Design pipelined_ripple_adder, sky130hd; sources not shown.
### Clock wires, drivers and flops, run 1

The bar under the picture is 20 um long.
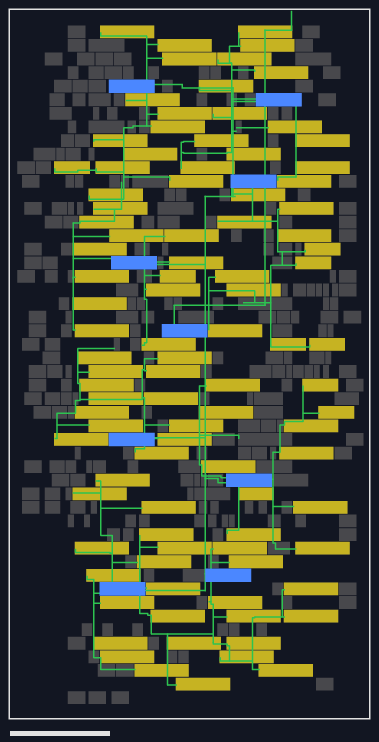
[flip-flops] yellow | count: 97
[cells driving clock nets] blue | count: 9
[clock wires] green | length: 1100 um
routed clock nets	10
part of the power in the clock network: 0.382
clock insertion delay at the later pin of the skew report: 0.34 ns
clk pwr: 0.653 mW

### Nets reached from selected ports, run 1

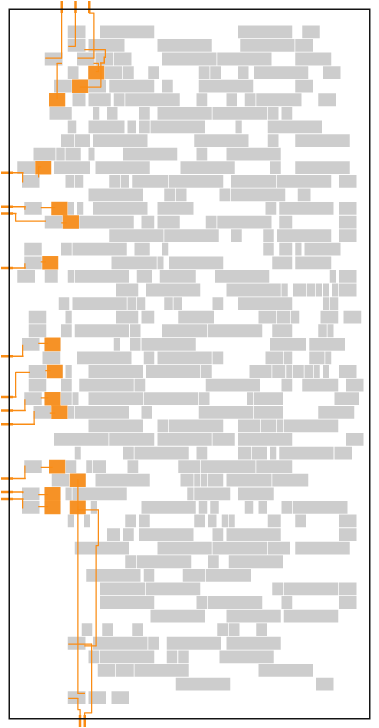
port	colour	direction	end cells	buffers	wire
`B`	orange	input	16	16	240 um
io pins: 58
number of input and output port buffers inserted: 57

### Gate-type map, run 1

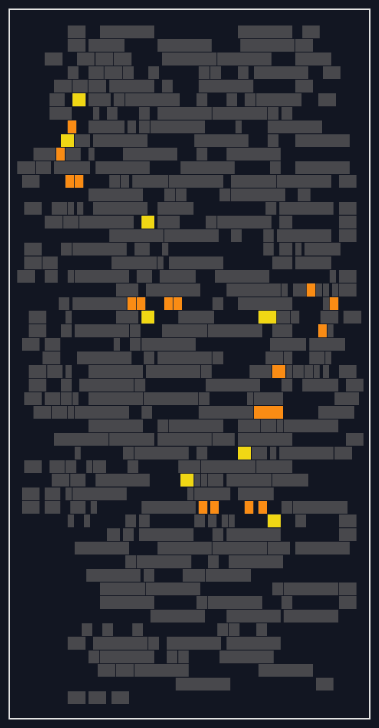
family	colour	cells
inverting AOI/OAI gates	orange	17
AND-OR and OR-AND gates	yellow	8
most common cell after layout, fill and taps aside: edfxtp_1
fraction of area in multi-input gates: 0.254
Post-Layout Cell Count: 494

### Metal layers overlaid, run 1

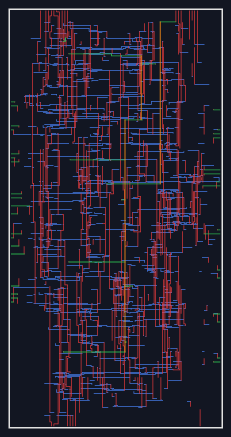
layer	colour	wire length
met4	orange	156 um
met3	green	207 um
met1	blue	2530 um
met2	red	3640 um
total vias in the final route: 2395
routed length per instance: 13.2 um

==> impl_results.rst, run 1 <==
Synthesis and place-and-route
=============================

.. list-table::
   :header-rows: 1

   * - Metric
     - Value
   * - Power consumed by sequential cells
     - 0.881 mW
   * - Placement-stage worst setup slack
     - approximately 0.95 ns
   * - Stage-log warning count
     - 26
   * - Most frequent cell after synthesis
     - edfxtp_1
   * - Syn nets
     - approximately 380
   * - Chip width
     - 71.9 um
   * - Number of levels the H-tree was split into
     - 3
   * - Power share of the combinational group
     - 0.102
   * - Via count of the first global-routing pass
     - around 2.4k
   * - Fraction of the core area covered by cells at the end of the flow
     - 0.559
   * - Cell resize tally after clock tree synthesis
     - 0
   * - Slack of the worst reg-to-reg path
     - around 3.3 ns
   * - Cell depth of the worst flop-to-flop path
     - 5
   * - Element type at the critical path start
     - primary input
   * - Endpoint type of the worst setup path
     - output pin
   * - Global router's overall resource usage
     - 0.143
   * - Post-synthesis cell type count
     - 30
   * - Post-synthesis cell area
     - roughly 4400 um^2
   * - Leakage Power
     - about 2.4 nW
   * - Hold slack
     - between 0.2 and 0.3 ns
   * - Overall chip area
     - 10200 um^2
   * - Hold Path Stages
     - 2
   * - Pin slew with the least headroom to its limit
     - 0.674 ns
   * - Antenna violations before repair
     - 0
   * - Pin count of the biggest net entering global routing
     - approximately 80
   * - Cell types with the largest area share after synthesis
     - edfxtp_1 60%, and3_1 9.5%, dfxtp_1 4.1%, fa_1 3.6%, ha_1 3.4%
   * - Share of flip-flops with an asynchronous set or reset after synthesis
     - 0
   * - Register Area
     - between 2000 and 3000 um^2
   * - Global-route track usage on met1
     - 0.157
   * - Cells after synthesis
     - ~320
   * - Slowest cell on the critical path
     - clkdlybuf4s50_1
   * - First-pass GRT wire length
     - between 10000 and 15000 um
   * - Count of library flops with an enable pin
     - 88
   * - Sum of net half-perimeters after detailed placement
     - around 4000 um
   * - Final max-slew violation count
     - 0
   * - Setup ws final
     - about 0.96 ns
   * - Achievable clock frequency
     - 223 MHz
   * - Root buf cell
     - clkbuf_16
   * - Worst Hold Class
     - reg2reg
   * - Leading area contributor after synthesis
     - edfxtp_1
   * - First DRT Iteration DRCs
     - roughly 150
   * - Global Route met3 Usage
     - 0.0426
   * - Max incr delay on CP
     - approximately 0.45 ns
   * - Synthesis Warnings
     - 0
   * - CTS clk-pin slew, worst paths
     - around 0.06 ns
   * - Worst-case vdd ir drop
     - around 0.00016 V
   * - TritonCTS clock tree
     - yes
   * - Starting Density
     - 0.465
   * - Amount of wire on met3 after detailed routing
     - 207 um
   * - Met2 wire length
     - around 3600 um
   * - Final hold violation count
     - 0
   * - Outcome
     - completed
   * - Power group with the largest share
     - sequential cells
   * - Final non-filler cell area
     - approximately 5300 um^2
   * - Ranking of synthesized cells by instance count
     - 88 x edfxtp_1, 67 x and3_1, 25 x nor2_1, 19 x buf_4, 15 x xnor2_1
   * - Most congested layer reported by global routing
     - met2
   * - Number of buffers inserted for hold repair after clock tree synthesis
     - 0
   * - Area share of the largest cell type after synthesis
     - 0.602
   * - Final setup fails
     - 0
   * - Family with the most delay on the worst path
     - buffers and inverters
   * - Number of buffers and inverters on the critical path
     - 3
   * - Data arrival at the endpoint of the critical path
     - between 2 and 3 ns
   * - Avg Vias per Cell
     - approximately 4.8
   * - Max-capacitance violation count
     - 0
   * - FF+latch count, synth
     - 97
   * - Inserted Clock Buffers
     - 9
   * - Internal power
     - about 1.3 mW
   * - Yosys-reported design area after synthesis
     - roughly 4400 um^2
   * - Sequential cell area fraction in the yosys report
     - 0.643
   * - Fraction of power consumed by sequential logic
     - 0.516
   * - Worst-case clock buffer depth
     - 2
   * - Endpoint required time on the critical path
     - approximately 3.6 ns
   * - NetSw
     - around 0.36 mW
   * - Total area of multi-input combinational cells
     - 1340 um^2
   * - Cell Count Post-Placement
     - 478
   * - Average footprint of a synthesized cell
     - 13.6 um^2
## run 1: layout by cell type, fill, tap and decap left out, drive strengths merged, types with 9 or more instances in the layout
cell type,instances
edfxtp,88
and3,67
clkdlybuf4s50,56
nor2,25
xnor2,15
ha,12
a21oi,12
xor2,10
dfxtp,9
clkbuf,9
## run 1: kinds of logic after synthesis
family | after synthesis | synth area share
compound gates | 25 | 0.0367
mux | 2 | 0.00484
fa+ha+maj | 20 | 0.0706
simple gates | 111 | 0.140
flops | 97 | 0.643
buf+inv | 42 | 0.0535
xor+xnor | 25 | 0.0516
## run 1: area by class of cell
class | instances | share of cell area
multi-input cells | 183 | 0.254
repair buffers | 63 | 0.118
well taps | 130 | 0.0308
clock buffers | 9 | 0.0426
flip-flops and latches | 97 | 0.534
clock inverters | 7 | 0.0161
inverters | 5 | 0.00355
==> run 1 -> run 2 <==
- clock period: 5.45 -> 4.15 ns (I/O delays scaled with it)
### The clock network, run 2

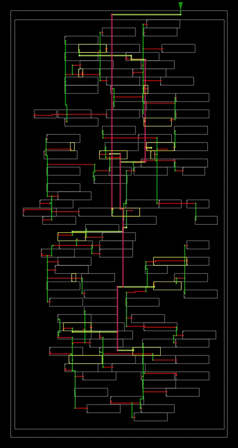
Inserted Clock Buffers: 9
Layout clock buffers: 12

==> impl_results.rst, run 2 <==
Synthesis and place-and-route
=============================

.. list-table::
   :header-rows: 1

   * - Metric
     - Value
   * - Clock insertion delay at the later pin of the skew report
     - 0.34 ns
   * - Data arrival at the endpoint of the critical path
     - ~2.2 ns
   * - Endpoint type of the worst setup path
     - output pin
   * - Leakage Power
     - approximately 2.4 nW
   * - Most congested layer reported by global routing
     - met2
   * - Chip width
     - between 70 and 80 um
   * - Endpoint required time on the critical path
     - approximately 2.7 ns
   * - Fraction of power consumed by sequential logic
     - 0.519
   * - Element type at the critical path start
     - primary input
   * - Post-synthesis cell area
     - about 4400 um^2
   * - FF+latch count, synth
     - ~97
   * - Cell resize tally after clock tree synthesis
     - 0
   * - Syn nets
     - 380
   * - Power group with the largest share
     - sequential cells
   * - Slack of the worst reg-to-reg path
     - a little under 2 ns
   * - Family with the most delay on the worst path
     - buffers and inverters
   * - Area share of the largest cell type after synthesis
     - 0.602
   * - Cells after synthesis
     - 322
   * - Power share of the combinational group
     - 0.103
   * - Sequential cell area fraction in the yosys report
     - 0.643
   * - N_taps
     - approximately 130
   * - Io pins
     - 58
   * - Starting Density
     - 0.465
   * - Yosys-reported design area after synthesis
     - between 4000 and 5000 um^2
   * - Synthesis Warnings
     - 0
   * - Number of input and output port buffers inserted
     - roughly 57
   * - Outcome
     - completed
   * - Register Area
     - between 2000 and 3000 um^2
   * - Part of the power in the clock network
     - 0.379
   * - Register fraction of the total cell area
     - 0.533
   * - Cell depth of the worst flop-to-flop path
     - 5
   * - TritonCTS clock tree
     - yes
   * - Max incr delay on CP
     - 0.44 ns
   * - Most frequent cell after synthesis
     - edfxtp_1
   * - Global Route met3 Usage
     - 0.0341
   * - Share of flip-flops with an asynchronous set or reset after synthesis
     - 0
   * - Number of buffers inserted for hold repair after clock tree synthesis
     - 0
   * - Number of levels the H-tree was split into
     - 3
   * - Most common cell after layout, fill and taps aside
     - edfxtp_1
   * - Max-capacitance violation count
     - 0
   * - Cell types with the largest area share after synthesis
     - edfxtp_1 60%, and3_1 9.5%, dfxtp_1 4.1%, fa_1 3.6%, ha_1 3.4%
   * - Pin count of the biggest net entering global routing
     - around 80
   * - Count of library flops with an enable pin
     - between 80 and 90
   * - Worst-case vdd ir drop
     - 0.000235 V
   * - CTS clk-pin slew, worst paths
     - 0.06 ns
   * - Hold slack
     - about 0.25 ns
   * - Number of buffers and inverters on the critical path
     - 3
   * - Overall chip area
     - ~10000 um^2
   * - Final hold violation count
     - 0
   * - Number of buffers outside the clock class in the layout
     - between 60 and 70
   * - Cell type taking the most area
     - flip-flops and latches
   * - Global-route track usage on met1
     - 0.149
   * - Final setup fails
     - 0
   * - Stage-log warning count
     - 26
   * - Amount of wire on met3 after detailed routing
     - ~200 um
   * - Internal power
     - approximately 1.8 mW
   * - Seq_cells
     - slightly below 100
   * - Total area of multi-input combinational cells
     - between 1000 and 1500 um^2
   * - Via count of the first global-routing pass
     - between 2k and 2.5k
   * - NetSw
     - about 0.46 mW
   * - Average footprint of a synthesized cell
     - about 14 um^2
   * - Clk pwr
     - around 0.84 mW
   * - Sum of net half-perimeters after detailed placement
     - approximately 4000 um
   * - Achievable clock frequency
     - about 270 MHz
   * - Post-synthesis cell type count
     - 30
   * - Invs w/o clock
     - 5
### Metal layers overlaid, run 2

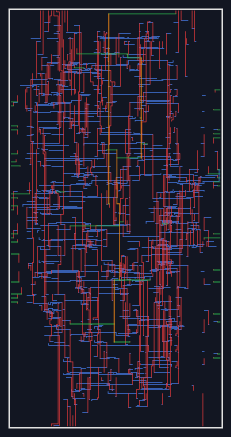
layer	colour	wire length
met4	orange	165 um
met3	green	196 um
met2	red	3580 um
met1	blue	2490 um
sum of routed wire length over all layers: 6420 um
total vias in the final route: 2452
global router's overall resource usage: 0.142
routed length per instance: 13.0 um

==> run 2: logic make-up after synthesis <==
kind of cell	count (synthesis)	synth area share
flip-flops	97	0.643
buffers and inverters	42	0.0535
adder cells (fa/ha/maj)	20	0.0706
XOR/XNOR	25	0.0516
AND/OR/NAND/NOR	111	0.140
multiplexers	2	0.00484
AND-OR/OR-AND	25	0.0367
==> run 2: per-stage QoR <==
stage,setup WS [ns],utilization,std cells,area (um^2)
6_report,0.471,0.561,495,5300
4_1_cts,0.455,0.561,495,5300
3_5_place_dp,0.460,0.528,479,4990
3_3_place_gp,0.476,0.528,479,4990
5_1_grt,0.397,0.561,495,5300
2_1_floorplan,0.709,-,322,4400
Power is estimated from default activity; no workload was simulated.
